==> config.mk <==
export PLATFORM = sky130hd
export DESIGN_NAME = approx_mac_accum
export DESIGN_NICKNAME = d
export VERILOG_FILES = /design/src/rtl/approx_mac_pkg.sv /design/src/rtl/sat_add_u.sv /design/src/rtl/approx_mac_accum.sv
export SDC_FILE = /design/constraint.sdc
export NUM_CORES = 1
export LEC_CHECK = 0
export CORE_MARGIN = 2
export CORE_UTILIZATION = 50
export DETAILED_ROUTE_END_ITERATION = 16
export PLACE_DENSITY = 0.77
export SYNTH_ARGS = -nofsm -noshare
export SYNTH_HDL_FRONTEND = slang
export SYNTH_SLANG_ARGS = --single-unit
export TNS_END_PERCENT = 5
==> constraint.sdc <==
create_clock -name clk -period 4.2 [get_ports clk]
set_clock_uncertainty 0.2 [all_clocks]
set_input_delay 0.84 -clock clk [delete_from_list [all_inputs] [get_ports clk]]
set_output_delay 0.84 -clock clk [all_outputs]
set_load 0.01 [all_outputs]
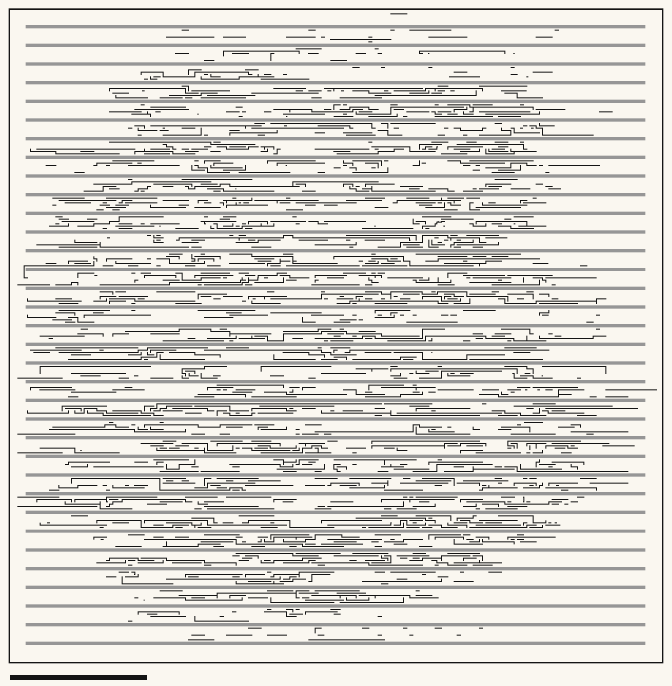
Figure 1: run 1, M1 wires.
The bar under the picture is 20 µm long. Supply wires on this layer in gray.
nets with wire on the layer	562
wire length on this layer	4,870 µm
vias post-DR: 3,883
grt met1 use: 32.8%
Routed WL: 10,400 µm

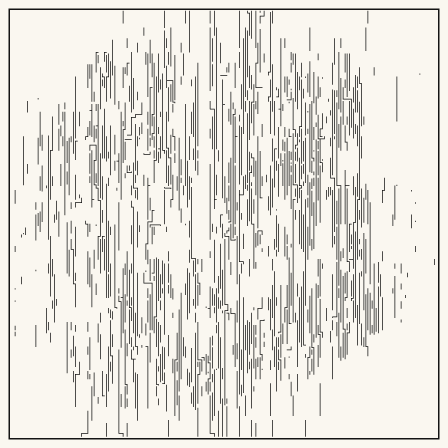
Figure 2: run 1, metal 2.
main direction	vertical
share of all routed wire	46%
grt met2 use: 38.5%

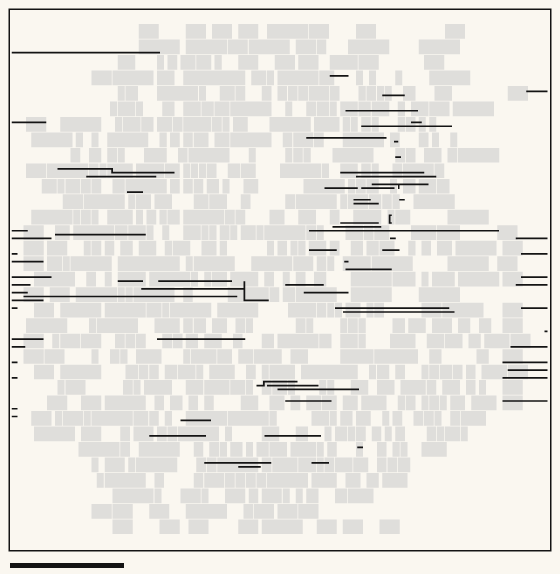
Figure 3: run 1, met3 routing.
The bar under the picture is 20 µm long.
share of all routed wire	5.7%
wire length on this layer	592 µm
met3 Use GR: 4.39%

==> impl_metrics.csv, run 1 <==
group,metric,value,unit
outcome,status,"complete, no violations",
yosys,ys_ff,72,
placement,dp_cells,659,
yosys,enable_flop_cells,0,
setup_path,path_cells,"nor2b_2 -> and2_1 -> ha_1 -> fa_1 -> a211oi_2 -> nor2_1 -> a32oi_2 -> a211oi_2 -> buf_4 -> o21ai_0 -> a21oi_1",
placement,hpwl,7450,µm
setup_path,critical_path.top_delay_family,"AND-OR/OR-AND gates",
cts,clock_latency,350,ps
floorplan,fp_util,51.0,%
yosys,yosysTopAreaCell,"dfxtp_1",
setup_path,rrSetupSlack,360,ps
yosys,syn_inst,515,
drt,viasPerCell,5.75,
yosys,ys_seq_share,34.9,%
yosys,yosysWarnings,0,
grt,grt_antenna_before_repair,0,
run,cap_viol_max_count,0,
layout,n_fill_cell,748,
yosys,synth.top_cell.area_share,34.9,%
setup_path,reg2reg_depth,11,
yosys,ff_type,"dfxtp_1",
sta,setup_violations,0,
min_path,hold_depth,2,
floorplan,die_area,0.00900,mm²
cts,clk_path_buf_depth,2,
yosys,avgSynthCellArea,8.02,µm²
layout,comb_area,0.00252,mm²
drt,m1WireLength,4870,µm
placement,dp_slack,111,ps
drt,drc,0,
cts,htreeDepth,3,
setup_path,start_kind,"flip-flop",
setup_path,crit_type,"flip-flop to flip-flop",
setup_path,path_buffers,1,
drt,topRoutingLayerUsed,"met4",
floorplan,num_rows,33,
sta,tns,0,ps
drt,drt_iter0_markers,229,
power_and_ir_drop,p_seq,725,µW
grt,grt_pass1_vias,3635,
setup_path,crit_arrival,3910,ps
power_and_ir_drop,swShare,26.7,%
yosys,common_cells,"72 x dfxtp_1, 68 x nor2_1, 58 x nand2_1",
drt,met2_length,4790,µm
## run 1: placed cells by master, fill, tap and decap left out, drive strengths merged, types with 14 or more instances in the layout
master	synthesis	layout
a21oi	48	48
and2	22	22
buf	11	14
clkdlybuf4s50	0	56
dfxtp	72	72
ha	18	18
nand2	59	59
nor2	69	69
nor3	29	29
o21ai	42	42
## run 1: layout make-up
type,instances,area share (%)
well taps,105,2.63
clock buffers,10,2.75
clock inverters,6,1.83
repair buffers,70,13.3
multi-input cells,408,50.4
flip-flops and latches,72,28.8
inverters,4,0.300
## run 1: kinds of logic after synthesis
family,share of synthesized area [%]
AND/OR/NAND/NOR,25.9
buffers and inverters,4.21
multiplexers,0.727
flip-flops,34.9
AND-OR/OR-AND,23.9
XOR/XNOR,4.45
adder cells (fa/ha/maj),5.94
==> run 2, diff against run 1 <==
--- a/config.mk
+++ b/config.mk
@@ -8,7 +8,7 @@
 export CORE_MARGIN = 2
 export CORE_UTILIZATION = 50
 export DETAILED_ROUTE_END_ITERATION = 16
-export PLACE_DENSITY = 0.77
+export PLACE_DENSITY = 0.78
 export SYNTH_ARGS = -nofsm -noshare
 export SYNTH_HDL_FRONTEND = slang
 export SYNTH_SLANG_ARGS = --single-unit
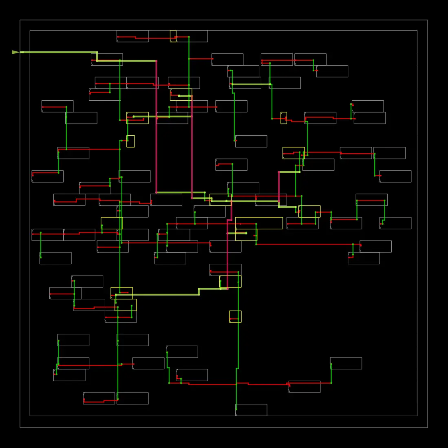
Figure 4: run 2, the clock network.
clock buffers: 12
clock buffer count from CTS: 9
Late-Pin Clk Latency: 350 ps
# clock sinks: 72
registers: 72

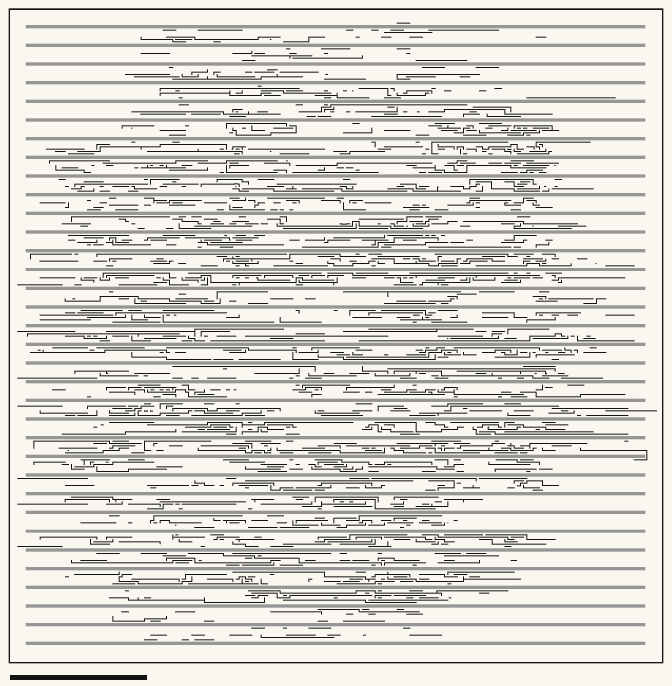
Figure 5: run 2, M1 wires.
The bar under the picture is 20 µm long. Supply wires on this layer in gray.
longest straight run	27.6 µm
main direction	horizontal
Routed WL: 10,500 µm
grt met1 use: 32.0%

==> run 2 against run 1 <==
Compared with the run above: combinational power about the same; hold slack got worse by 3.9 ps; largest cell class unchanged; worst setup slack gained 220 ps; wire length increased by 1.3%.
==> impl_metrics.csv, run 2 <==
group,metric,value,unit
yosys,ys_ff,72,
run,cap_viol_max_count,0,
outcome,status,"complete, no violations",
yosys,yosysWarnings,0,
yosys,adder_share,5.94,%
sta,tns,0,ps
sta,setup_violations,0,
yosys,ys_sh_xor,4.45,%
layout,comb_area,0.00252,mm²
yosys,avgSynthCellArea,8.02,µm²
yosys,common_cells,"72 x dfxtp_1, 68 x nor2_1, 58 x nand2_1",
yosys,syn_inst,515,
layout,n_fill_cell,746,
floorplan,die_area,0.00900,mm²
layout,layout_top_cell,"dfxtp_1",
setup_path,critical_path.top_delay_family,"AND-OR/OR-AND gates",
setup_path,path_cells,"nor2b_2 -> buf_4 -> and2_1 -> ha_1 -> fa_1 -> a211oi_2 -> nor2_1 -> a32oi_2 -> a21oi_2 -> nor3_1 -> nand2_1 -> a221o_1",
drt,m1WireLength,4880,µm
min_path,hold_depth,2,
yosys,ff_type,"dfxtp_1",
yosys,yosysTopAreaCell,"dfxtp_1",
grt,grt_antenna_before_repair,0,
placement,hpwl,7280,µm
yosys,yosys.area_share.aoi,23.9,%
yosys,ys_seq_share,34.9,%
yosys,ys_sh_mux,0.727,%
drt,vias,3883,
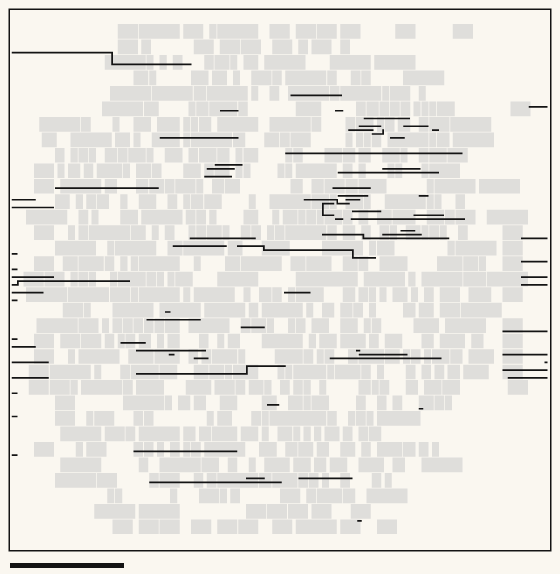
Figure 6: run 2, met3 routing.
The bar under the picture is 20 µm long.
nets with wire on the layer	65
share of all routed wire	5.5%
met3 Use GR: 4.95%

-- run 2: cell counts after synthesis --
Identical to the previous run, type by type.
-- run 2: through the flow --
stage	cells	utilization [%]	instance area, µm²	setup WS, ps
2_1_floorplan	515	-	4130	293
3_3_place_gp	658	58.8	4760	364
5_1_grt	673	61.1	4950	298
3_5_place_dp	658	58.8	4760	330
4_1_cts	673	61.1	4950	552
6_report	673	61.1	4950	573
-- run 2: cell type report --
class,count,area share [%]
clock buffers,12,2.93
clock inverters,3,0.860
inverters,4,0.303
multi-input cells,408,50.9
flip-flops and latches,72,29.1
well taps,105,2.65
repair buffers,69,13.2
-- run 2: worst min-delay path: stages, from the launching register on --
cell and delay (ps):
dfxtp_1 320, nand2_1 50, nand2_1 40
Power is estimated from default activity; no workload was simulated.
